Design trace_line_parser, sky130hd; sources not shown.
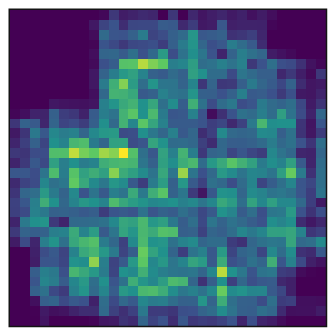
Run 1: routed metal per tile
Drawn at 2 px/µm. The die is cut into 32 by 32 equal tiles; dark purple is low, yellow is high, scaled to the fullest tile. Values are wire area over tile area, all layers added.
16% of the tiles are over half the peak. The emptiest ninth of the die: north-west. 14% of the tiles are nearly empty. The mean over all tiles is 0.19.
post-DR wirelength/cell: 15.8 µm
GRT Util Overall: 24.1%
routed wire length: 30200 µm
Via Count: 10700

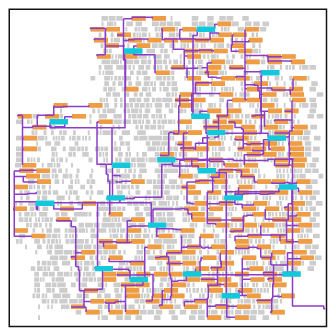
Run 1: clock network drawn from the DEF
Drawn at 2 px/µm.
Orange stands for flip-flops, count 256. Cyan stands for cells driving clock nets, count 20. Purple stands for clock wires, length 2900 µm.
Position of the flops: all over the die. There are 21 routed clock nets.
clock power share: 43.8%
clock skew: 0.0369 ns
Worst-Skew Late Latency: 0.53 ns
Clk power: 0.000710 W

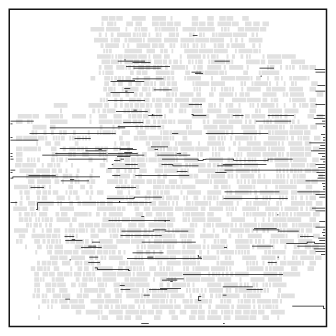
Run 1: met3 routing
Drawn at 2 px/µm.
The layer carries 1730 µm of wire. 140 nets have wire on it. The layer holds 5.7% of the routed length. The wires run mostly horizontal. The longest straight run is 56.8 µm.
M3 GR Usage: 3.28%

==> results.sh, run 1 <==
# yosys + openroad results
export IMPL_outcome="complete, no violations"
export IMPL_largest_area_cell="dfxtp_1"
export IMPL_tritoncts="built"
export IMPL_compound_area_share_pct=19.2
export IMPL_cts_num_sinks=256
export IMPL_min_period_ns=6.34
export IMPL_hold_ws_ns=0.448
export IMPL_p_leak_nw=4.89
export IMPL_ir_drop_v=0.0000945
export IMPL_grt_ovfl_total=0
export IMPL_dp_hpwl_um=20400
export IMPL_buffers=134
export IMPL_synth_top_cell_area_share_pct=42.2
export IMPL_busiest_layer="met2"
export IMPL_nFillCells=2170
export IMPL_viasPerCell=5.63
export IMPL_ys_cells=1516
export IMPL_post_cts_resized=0
export IMPL_min_path_cells=2
export IMPL_totalNegativeSetupSlack_ns=0
export IMPL_synth_adder_area_share_pct=6.74
export IMPL_power_leader="sequential cells"
export IMPL_ys_flops=256
export IMPL_cp_common_cell="inv_1"
export IMPL_critPathLaunchType="input pin"
export IMPL_core_util_floorplan_pct=51.3
export IMPL_share_comb_of_total_power_pct=2.2
export IMPL_drc=0
export IMPL_ys_seq_share_pct=42.2
export IMPL_drive_gt1_share_pct=3.79
export IMPL_ys_async_sr_fraction_pct=0
export IMPL_worst_slack_ns=5.31
export IMPL_ys_warn_count=0
export IMPL_ys_top_logic_family="simple AND/OR/NAND/NOR gates"
export IMPL_cpMaxStageDelayCell="or4_1"
export IMPL_path_cells="clkdlybuf4s50_1 > inv_1 > ha_1 > nor3b_1 > nand3_1 > nand2_1 > mux2i_1 > inv_1 > ha_1 > inv_1 > fa_1 > nor2b_1 > o2111ai_1 > or4_1 > nand4bb_1 > nor4_1 > xnor2_1 > a211oi_1"
export IMPL_drt_iter0_markers=828
export IMPL_wl_met2_um=13700
export IMPL_required_ns=12.05
export IMPL_cellPowerDensity_nw_per_um2=114
export IMPL_logic_area_um2=6560
export IMPL_nonClkBufAreaFrac_pct=9.30
export IMPL_dp_cells=1868
export IMPL_slew_violations=0
export IMPL_yosys_top_cells_count="nand2_1, dfxtp_1, a21oi_1, nor2_1, clkbuf_1"
export IMPL_cp_num_cells=18
export IMPL_comb_cells=1139
export IMPL_dr_wl_met3_um=1730
==> run 1: cells in the final DEF, fill, tap and decap left out, drive strengths merged, types with 4 or more instances in the layout <==
cell           netlist  routed
a21o                11      11
nor3                18      18
or4                  6       6
and3                 8       8
clkdlybuf4s50        0     124
o311ai               4       4
nor4                 8       8
dfxtp              256     256
a31oi                4       4
nand3b               4       4
o21ai               25      25
o21a                 4       4
nand3               48      48
buf                 12      10
ha                  59      59
or3                  8       8
fa                   4       4
clkinv               0       5
a2111oi              5       5
nor2               125     125
nand4               10      10
nand2b              11      11
nand2              344     344
a21oi              200     200
mux2i               19      19
o31ai                4       4
clkbuf              92      22
xor2                19      19
conb                 1       4
o21bai               4       4
a22oi               30      30
inv                 20      25
nor3b                8       8
o211ai               9       9
xnor2               26      26
a211oi              53      53
nor2b               10      10
Run 1, routing congestion map:
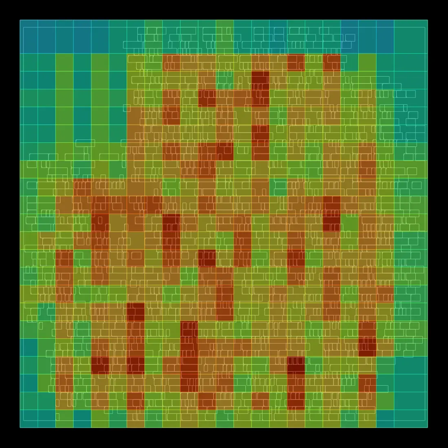

==> run 2, diff against run 1 <==
Settings changed: PLACE_DENSITY 0.79 to 0.82.
Clock period 11.65 ns to 5.1 ns, I/O delays scaled along.
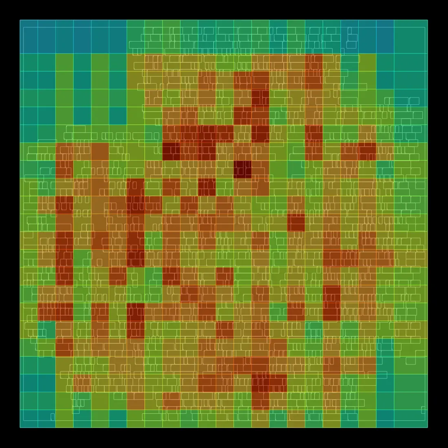
Run 2: routing congestion map
met1 usage: 33.2%
Top Usage Layer GRT: met2
M3 GR Usage: 3.09%

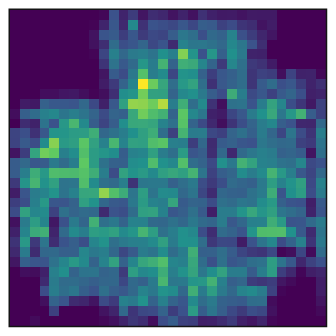
Run 2: routed metal per tile
Drawn at 2 px/µm. The die is cut into 32 by 32 equal tiles; dark purple is low, yellow is high, scaled to the fullest tile. Values are wire area over tile area, all layers added.
The emptiest ninth of the die: north-west. The fullest tile reaches 0.67. 15% of the tiles are nearly empty. The mean over all tiles is 0.20.
GRT Util Overall: 24.6%
Via Count: 11000
post-DR wirelength/cell: 16.1 µm
routed wire length: 30900 µm

==> results.sh, run 2 <==
# yosys + openroad results
export IMPL_logic_area_um2=6560
export IMPL_die_w_um=158
export IMPL_ir_drop_v=0.000258
export IMPL_ys_async_sr_fraction_pct=0
export IMPL_final_common_cell="nand2_1"
export IMPL_ys_top_logic_family="simple AND/OR/NAND/NOR gates"
export IMPL_p_leak_nw=5.00
export IMPL_firstDrtPassIters=5
export IMPL_outcome="complete, no violations"
export IMPL_ys_cells=1516
export IMPL_min_path_cells=2
export IMPL_clock_skew_ns=0.0340
export IMPL_final_cell_mix="nand2_1, dfxtp_1, a21oi_1, nor2_1, clkdlybuf4s50_1"
export IMPL_viasPerCell=5.73
export IMPL_cp_num_cells=17
export IMPL_ys_seq_share_pct=42.2
export IMPL_ys_warn_count=0
export IMPL_cellPowerDensity_nw_per_um2=261
export IMPL_nFillCells=2092
export IMPL_cpMaxStageDelayCell="or4bb_1"
export IMPL_synth_adder_area_share_pct=6.74
export IMPL_wl_met2_um=14500
export IMPL_post_cts_resized=0
export IMPL_dp_cells=1886
export IMPL_ys_flops=256
export IMPL_drc=0
export IMPL_min_period_ns=4.74
export IMPL_drt_iter0_markers=767
export IMPL_path_cells="clkdlybuf4s50_1 > inv_1 > ha_1 > nor3b_1 > nand3_1 > nand2_1 > mux2i_1 > inv_1 > ha_1 > fa_1 > a21o_1 > nand4_1 > or3_1 > or4bb_1 > a2111oi_2 > mux2i_1 > nor3_1"
export IMPL_grt_ovfl_total=0
export IMPL_synth_cells=1516
export IMPL_slew_violations=0
export IMPL_yosys_top_cells_count="nand2_1, dfxtp_1, a21oi_1, nor2_1, clkbuf_1"
export IMPL_hold_ws_ns=0.445
export IMPL_clock_latency_ns=0.53
export IMPL_compound_area_share_pct=19.2
export IMPL_drive_gt1_share_pct=4.87
export IMPL_dp_hpwl_um=21500
export IMPL_largest_area_cell="dfxtp_1"
export IMPL_dr_wl_met3_um=1640
export IMPL_synth_top_cell_area_share_pct=42.2
export IMPL_required_ns=5.50
export IMPL_core_util_floorplan_pct=51.3
export IMPL_cp_top_family="simple AND/OR/NAND/NOR gates"
export IMPL_critPathLaunchType="input pin"
export IMPL_rsz0062_at_grt="no"
export IMPL_tritoncts="built"
-- run 2: where the power goes --
group	leakage (nW)	internal (W)	total, W	switching (W)
logic	2.60	0.0000260	0.0000910	0.0000650
registers	2.06	0.00200	0.00200	0.0000000202
clock network	0.338	0.000808	0.00165	0.000838
-- run 2: final cells by class --
class / instances / share of cell area [%]
Clock buffer: 23 / 3.64
Tap cell: 319 / 2.79
Clock inverter: 12 / 1.23
Multi-Input combinational cell: 1139 / 45.7
Timing Repair Buffer: 152 / 10.3
Inverter: 20 / 0.524
Sequential cell: 256 / 35.8
-- run 2: per-stage QoR --
stage	cell area [µm²]	TNS [ns]	setup slack [ns]
finish	14300	0	0.364
global placement	13600	0	0.132
CTS	14300	0	0.432
global route	14300	0	0.0791
detailed placement	13600	-0.143	-0.0893
floorplan	12200	0	0.724
Power is estimated from default activity; no workload was simulated.
